File: src/rtl/seg_mux_ctrl_if.sv
// Upstream value bus and downstream decoder/anode signals of the seven-segment mux controller.
// The master side is the value source; the slave side is seg_mux_ctrl.
interface seg_mux_ctrl_if;
  logic       load;
  logic [3:0] hex_a;
  logic [3:0] hex_b;
  logic [3:0] hex_sel;
  logic [1:0] an_en;
  logic       pending;
  logic       frame_tick;

  modport master (
    output load, hex_a, hex_b,
    input  hex_sel, an_en, pending, frame_tick
  );

  modport slave (
    input  load, hex_a, hex_b,
    output hex_sel, an_en, pending, frame_tick
  );
endinterface

File: src/rtl/seg_mux_ctrl.sv
// Two-digit seven-segment time-multiplexer: BLANK_A/SHOW_A/BLANK_B/SHOW_B with frame-boundary commit.
// Optional SEG_MUX_LEADING_ZERO_BLANK_EN keeps digit A dark while its committed value is zero.
module seg_mux_ctrl #(
  parameter int unsigned DWELL_CYCLES = 24000,
  parameter int unsigned BLANK_CYCLES = 240
) (
  input  logic          clk,
  input  logic          reset,
  seg_mux_ctrl_if.slave bus
);

  localparam int unsigned MAX_CYCLES = (DWELL_CYCLES > BLANK_CYCLES) ? DWELL_CYCLES : BLANK_CYCLES;
  localparam int unsigned CNT_W      = (MAX_CYCLES > 1) ? $clog2(MAX_CYCLES) : 1;
  localparam logic [CNT_W-1:0] DWELL_LAST = CNT_W'(DWELL_CYCLES - 1);
  localparam logic [CNT_W-1:0] BLANK_LAST = CNT_W'(BLANK_CYCLES - 1);

  typedef enum logic [1:0] {
    BLANK_A,
    SHOW_A,
    BLANK_B,
    SHOW_B
  } state_e;

  state_e           state_q,      state_d;
  logic [CNT_W-1:0] cnt_q,        cnt_d;
  logic [3:0]       stage_a_q,    stage_a_d;
  logic [3:0]       stage_b_q,    stage_b_d;
  logic [3:0]       disp_a_q,     disp_a_d;
  logic [3:0]       disp_b_q,     disp_b_d;
  logic             pending_q,    pending_d;
  logic [3:0]       hex_sel_q,    hex_sel_d;
  logic [1:0]       an_en_q,      an_en_d;
  logic             frame_tick_q, frame_tick_d;
  logic             phase_done;
  logic             commit;

  // NOTE: every signal gets a default at the top so no path leaves it unassigned (no latches).
  always_comb begin
    phase_done = (state_q == BLANK_A || state_q == BLANK_B) ? (cnt_q == BLANK_LAST)
                                                            : (cnt_q == DWELL_LAST);
    commit     = phase_done && (state_q == SHOW_B);
    cnt_d      = phase_done ? '0 : cnt_q + 1'b1;

    state_d = state_q;
    if (phase_done) begin
      unique case (state_q)
        BLANK_A: state_d = SHOW_A;
        SHOW_A:  state_d = BLANK_B;
        BLANK_B: state_d = SHOW_B;
        SHOW_B:  state_d = BLANK_A;
      endcase
    end

    stage_a_d = bus.load ? bus.hex_a : stage_a_q;
    stage_b_d = bus.load ? bus.hex_b : stage_b_q;
    disp_a_d  = disp_a_q;
    disp_b_d  = disp_b_q;
    pending_d = pending_q;

    // A load landing on the commit edge bypasses staging so the new frame already shows it.
    if (commit) begin
      pending_d = 1'b0;
      if (bus.load) begin
        disp_a_d = bus.hex_a;
        disp_b_d = bus.hex_b;
      end else if (pending_q) begin
        disp_a_d = stage_a_q;
        disp_b_d = stage_b_q;
      end
    end else if (bus.load) begin
      pending_d = 1'b1;
    end

    // Outputs are decoded from the state being entered, so hex_sel changes at blank entry.
    an_en_d   = 2'b11;
    hex_sel_d = disp_a_d;
    unique case (state_d)
      BLANK_A: begin
        an_en_d   = 2'b11;
        hex_sel_d = disp_a_d;
      end
      SHOW_A: begin
`ifdef SEG_MUX_LEADING_ZERO_BLANK_EN
        an_en_d   = (disp_a_d == 4'h0) ? 2'b11 : 2'b10;
`else
        an_en_d   = 2'b10;
`endif
        hex_sel_d = disp_a_d;
      end
      BLANK_B: begin
        an_en_d   = 2'b11;
        hex_sel_d = disp_b_d;
      end
      SHOW_B: begin
        an_en_d   = 2'b01;
        hex_sel_d = disp_b_d;
      end
    endcase

    frame_tick_d = commit;
  end

  // NOTE: sequential state uses non-blocking assignments so all registers update from pre-edge values.
  always_ff @(posedge clk or negedge reset) begin
    if (!reset) begin
      state_q      <= BLANK_A;
      cnt_q        <= '0;
      // NOTE: staging and display registers are reset too; a reset must discard any staged value.
      stage_a_q    <= 4'h0;
      stage_b_q    <= 4'h0;
      disp_a_q     <= 4'h0;
      disp_b_q     <= 4'h0;
      pending_q    <= 1'b0;
      hex_sel_q    <= 4'h0;
      an_en_q      <= 2'b11;
      frame_tick_q <= 1'b0;
    end else begin
      state_q      <= state_d;
      cnt_q        <= cnt_d;
      stage_a_q    <= stage_a_d;
      stage_b_q    <= stage_b_d;
      disp_a_q     <= disp_a_d;
      disp_b_q     <= disp_b_d;
      pending_q    <= pending_d;
      hex_sel_q    <= hex_sel_d;
      an_en_q      <= an_en_d;
      frame_tick_q <= frame_tick_d;
    end
  end

  assign bus.hex_sel    = hex_sel_q;
  assign bus.an_en      = an_en_q;
  assign bus.pending    = pending_q;
  assign bus.frame_tick = frame_tick_q;

endmodule

File: src/flat_wrapper.sv
// flat-port wrapper written by rule: the top's interface ports become plain ports
module seg_mux_ctrl_flat 
#(
  parameter int unsigned DWELL_CYCLES = 24000,
  parameter int unsigned BLANK_CYCLES = 240
)
  (clk, reset, bus_load, bus_hex_a, bus_hex_b, bus_hex_sel, bus_an_en, bus_pending, bus_frame_tick);
  seg_mux_ctrl_if bus_i ();
  input  logic clk;
  input  logic reset;
  input wire logic [$bits(bus_i.load)-1:0] bus_load;
  input wire logic [$bits(bus_i.hex_a)-1:0] bus_hex_a;
  input wire logic [$bits(bus_i.hex_b)-1:0] bus_hex_b;
  output wire logic [$bits(bus_i.hex_sel)-1:0] bus_hex_sel;
  output wire logic [$bits(bus_i.an_en)-1:0] bus_an_en;
  output wire logic [$bits(bus_i.pending)-1:0] bus_pending;
  output wire logic [$bits(bus_i.frame_tick)-1:0] bus_frame_tick;
  assign bus_i.load = bus_load;
  assign bus_i.hex_a = bus_hex_a;
  assign bus_i.hex_b = bus_hex_b;
  assign bus_hex_sel = bus_i.hex_sel;
  assign bus_an_en = bus_i.an_en;
  assign bus_pending = bus_i.pending;
  assign bus_frame_tick = bus_i.frame_tick;
  seg_mux_ctrl #(.DWELL_CYCLES(DWELL_CYCLES), .BLANK_CYCLES(BLANK_CYCLES)) u_core (.clk(clk), .reset(reset), .bus(bus_i));
endmodule
File: config.mk
export PLATFORM = sky130hd
export DESIGN_NAME = seg_mux_ctrl_flat
export DESIGN_NICKNAME = d
export VERILOG_FILES = /design/src/rtl/seg_mux_ctrl_if.sv /design/src/rtl/seg_mux_ctrl.sv /design/src/flat_wrapper.sv
export SDC_FILE = /design/constraint.sdc
export NUM_CORES = 1
export LEC_CHECK = 0
export ABC_CLOCK_PERIOD_IN_PS = 2200
export CORE_MARGIN = 2
export CORE_UTILIZATION = 35
export DETAILED_ROUTE_END_ITERATION = 10
export REMOVE_ABC_BUFFERS = 1
export SYNTH_ARGS = -nofsm -noshare
export SYNTH_HDL_FRONTEND = slang
export SYNTH_SLANG_ARGS = --single-unit
File: constraint.sdc
create_clock -name clk -period 2.2 [get_ports clk]
set_input_delay 0.44 -clock clk [delete_from_list [all_inputs] [get_ports clk]]
set_output_delay 0.44 -clock clk [all_outputs]
set_load 0.005 [all_outputs]
**A small window of the routed layout**

Window x 24 to 54, y 39 to 69 um. Cells in gray, sequential cells in the stronger gray; small squares are vias.
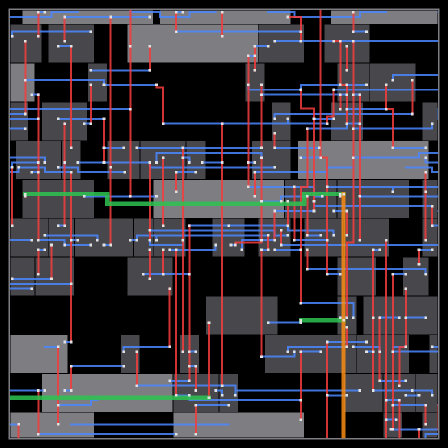
| layer | color |
|---|---|
| met3 | green |
| met2 | red |
| met4 | orange |
| met1 | blue |
most frequent: nor2_1 (6), xor2_1 (6), dfrtp_1 (6)
sequential cells in the window: 6
netlist names of flops here include: u_core.cnt_q (5), u_core.disp_b_q (1)
cells with their middle in the window: 54

**Routed metal, one color a layer**

(4 px per um) Two of the layers only.
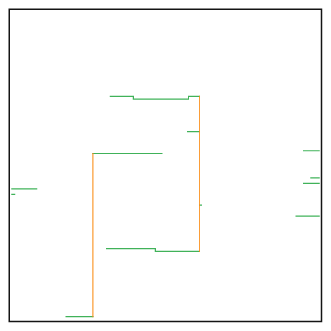
| layer | color | wire length |
|---|---|---|
| met4 | orange | 79.6 um |
| met3 | green | 97.3 um |

==> PnR_summary.wiki <==
=== Physical design figures ===
{| class="wikitable"
! Metric !! Value
|-
| CP Max Fanout || 9
|-
| Instance count after placement with tap cells included || 259
|-
| List of cells traversed by the critical path || ha_1 -> and4_4 -> nand3_4 -> nor4b_4 -> buf_6 -> mux2_2 -> mux2_2
|-
| Top cells by area || dfrtp_1 51%, mux2_2 7.1%, mux2i_1 4.7%
|-
| Post-synth ARST share || 1.000
|-
| Share of cell area taken by muxes after synthesis || 0.1185
|-
| Vias in the first global route || 1,183
|-
| Sequential fraction of the synthesis area || 0.5411
|-
| Sw power || 0.3064 mW
|-
| Relative slew slack || 0.6539
|-
| Library cells used by synthesis || 31
|-
| Core footprint || 5172 um^2
|-
| Post-synth EDFFs || 0
|-
| Status || finished clean
|-
| Total of endpoints with negative setup slack in the final report || 0
|-
| HPWL after DPL || 2206 um
|-
| Post-DRT Antenna Nets || 0
|-
| Post-layout instance count excluding filler cells || 267
|-
| YS warnings || 0
|-
| Via density per instance || 4.633
|-
| Total die size || 6036 um^2
|-
| Floorplan-stage core utilization || 0.3674
|-
| Violation tally from detailed-route iteration zero || 70
|-
| Most frequent cells in the layout || 39 x dfrtp_1, 17 x o21ai_0, 17 x clkdlybuf4s50_1, 14 x nor2_1, 14 x nand2_1
|-
| Main flop type || dfrtp_1
|-
| Flops & latches, synth || 41
|-
| Final critical-path required period || 2111 ps
|-
| Setup repair after global routing missed its margin || true
|-
| Min Hold Slack || 189.5 ps
|-
| Root buffer selected by CTS || clkbuf_8
|-
| Average wire per cell in the routed design || 12.06 um
|-
| Number of buffers created by CTS || 5
|-
| Main combinational cell family by area after synthesis || simple AND/OR/NAND/NOR gates
|-
| Synthesized chip area reported by yosys || 1901 um^2
|-
| Sequential standard cell area || 1028 um^2
|-
| Leftover overflow at the end of global routing || 0
|-
| Count of input and output buffers || 18
|-
| Number of fill cells in the layout || 492
|-
| Maximum buffer depth of the clock tree || 2
|-
| Most numerous cell types in the synthesized netlist || 39 x dfrtp_1, 17 x o21ai_0, 14 x nand2_1, 14 x nor2_1
|-
| Worst slew pin tran || 519.2 ps
|-
| Maximum level of the CTS H-tree || 2
|-
| Worst path required time || 2390 ps
|-
| Worst-path clk slew || 80 ps
|-
| Number of max-slew violations in the final report || 0
|-
| Largest net degree at the start of global routing || 42
|-
| Post-Synthesis Cell Area || 1901 um^2
|-
| Leakage Power || 1.086 nW
|-
| Cells on worst reg2reg path || 7
|-
| Detail Route met2 WL || 1420 um
|-
| Most common cell in the netlist || dfrtp_1
|-
| Area overhead of the layout relative to synthesis || 20.47%
|-
| Critical path class || flop to flop
|-
| Highest routed metal layer || met4
|-
| Fraction of power spent switching nets || 0.2304
|-
| Worst stage delay on the critical path || 390 ps
|-
| Most used cell along the critical path || mux2_2
|-
| Layout cells sized above 1 || 0.1827
|-
| Final Hold Violating Endpoints || 0
|-
| Footprint of the multi-input gates || 800.8 um^2
|-
| Area fraction of the dominant cell type after synthesis || 0.5135
|-
| Upper clock frequency limit || 473.7 MHz
|-
| Worst VDD drop || 0.2040 mV
|-
| Relative contribution of combinational cells to total power || 0.051
|-
| Die Ht || 77.69 um
|-
| XOR/XNOR Area Share || 0.05530
|-
| Drt total wl || 3219 um
|-
| Synthesized instance count || 169
|-
| Synthesized-area fraction occupied by ao, oa, aoi and oai cells || 0.05727
|-
| Class of the tightest hold or removal check || primary input to asynchronous set/reset pin
|-
| Part of the cycle the worst path needs || 0.9595
|-
| Cell type with the highest aggregate area in the netlist || dfrtp_1
|-
| Late-Pin Clk Latency || 300 ps
|}
**Congestion heat map**

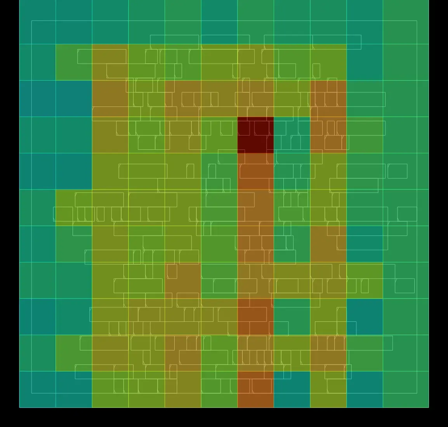
met1 global-route usage: 0.1684
utilization after layout: 0.4427
GR met2 Demand/Resource: 0.1716
GRT Total Usage: 0.1210

==> power groups by stage <==
| stage | Sequential (mW) | Clock (mW) | Combinational, mW |
|---|---|---|---|
| after detailed placement | 0.788 | 0 | 0.0701 |
| after global placement | 0.788 | 0 | 0.0698 |
| after floorplan | 0.786 | 0 | 0.0230 |
| after global routing | 0.775 | 0.547 | 0.0800 |
| after CTS | 0.773 | 0.498 | 0.0703 |
| final | 0.773 | 0.488 | 0.0681 |
==> worst paths after layout <==
| kind | startpoint | slack (ps) | to |
|---|---|---|---|
| max in group asynchronous | reset | 1630 | u_core.bus.an_en[0]$_DFF_PN1_ |
| hold reg to reg | u_core.cnt_q[0]$_DFF_PN0_ | 480 | u_core.cnt_q[0]$_DFF_PN0_ |
| hold / removal | reset | 190 | u_core.stage_b_q[3]$_DFFE_PN0P_ |
| setup reg to reg | u_core.cnt_q[0]$_DFF_PN0_ | 90 | u_core.bus.hex_sel[2]$_DFF_PN0_ |
| min in group clk | u_core.cnt_q[0]$_DFF_PN0_ | 480 | u_core.cnt_q[0]$_DFF_PN0_ |
| setup / recovery | u_core.cnt_q[0]$_DFF_PN0_ | 90 | u_core.bus.hex_sel[2]$_DFF_PN0_ |
==> layer usage <==
layer | vias up | track usage
met5 | - | 0
met4 | 0 | 0.06429
met3 | 6 | 0.03140
met2 | 13 | 0.1716
met1 | 593 | 0.1684
li1 | 625 | -
==> flip-flops by register name, summed over array words and instances, names as in the netlist <==
signal / cells
u_core.bus.pending: 1
u_core.stage_b_q: 4
u_core.bus.frame_tick: 1
u_core.bus.hex_sel: 4
u_core.disp_a_q: 4
u_core.bus.an_en: 2
u_core.cnt_q: 15
u_core.stage_a_q: 4
u_core.disp_b_q: 4
u_core.state_q: 2
==> per-stage QoR <==
| step | instance area, um^2 | power, mW | setup TNS (ps) | util | setup WS, ps |
|---|---|---|---|---|---|
| after floorplan | 1874 | 0.8093 | -838.1 | - | -209.5 |
| after global placement | 2202 | 0.8575 | 0 | 0.4257 | 107.9 |
| after detailed placement | 2202 | 0.8581 | 0 | 0.4257 | 42.20 |
| after CTS | 2286 | 1.342 | 0 | 0.4419 | 35.62 |
| after global routing | 2290 | 1.402 | -22.34 | 0.4427 | -15.20 |
| final | 2290 | 1.330 | 0 | 0.4427 | 89.15 |
==> logic make-up after synthesis <==
kind of cell / count (synthesis)
AOI/OAI and AO/OA: 21
xor gates and xnor gates: 12
adders and majority gates: 4
buffers and inverters: 17
DFF: 41
muxes: 21
and+or+nand+nor: 53
==> worst max-delay path, delay by kind of cell, from the launching register on <==
kind / cells / cell delay [ps]
buffers and inverters: 1 / 180
flip-flops: 1 / 390
adder cells (fa/ha/maj): 1 / 180
AND/OR/NAND/NOR: 3 / 640
multiplexers: 2 / 610
==> timing repair <==
action                                  4_1_cts  5_1_grt
endpoints found under the setup margin        0        4
endpoints found under the hold margin         0        0
hold buffers                                  0        0
resized                                       0        1
==> layout make-up <==
cell class,instances,area share
sequential,41,0.4492
clock inverter,1,0.003279
timing repair buffer,25,0.1066
multi-input combinational,111,0.3497
inverter,12,0.01967
clock buffer,7,0.03333
tap,70,0.03825
Power figures rest on the tool's default switching activity, not on a simulated workload.
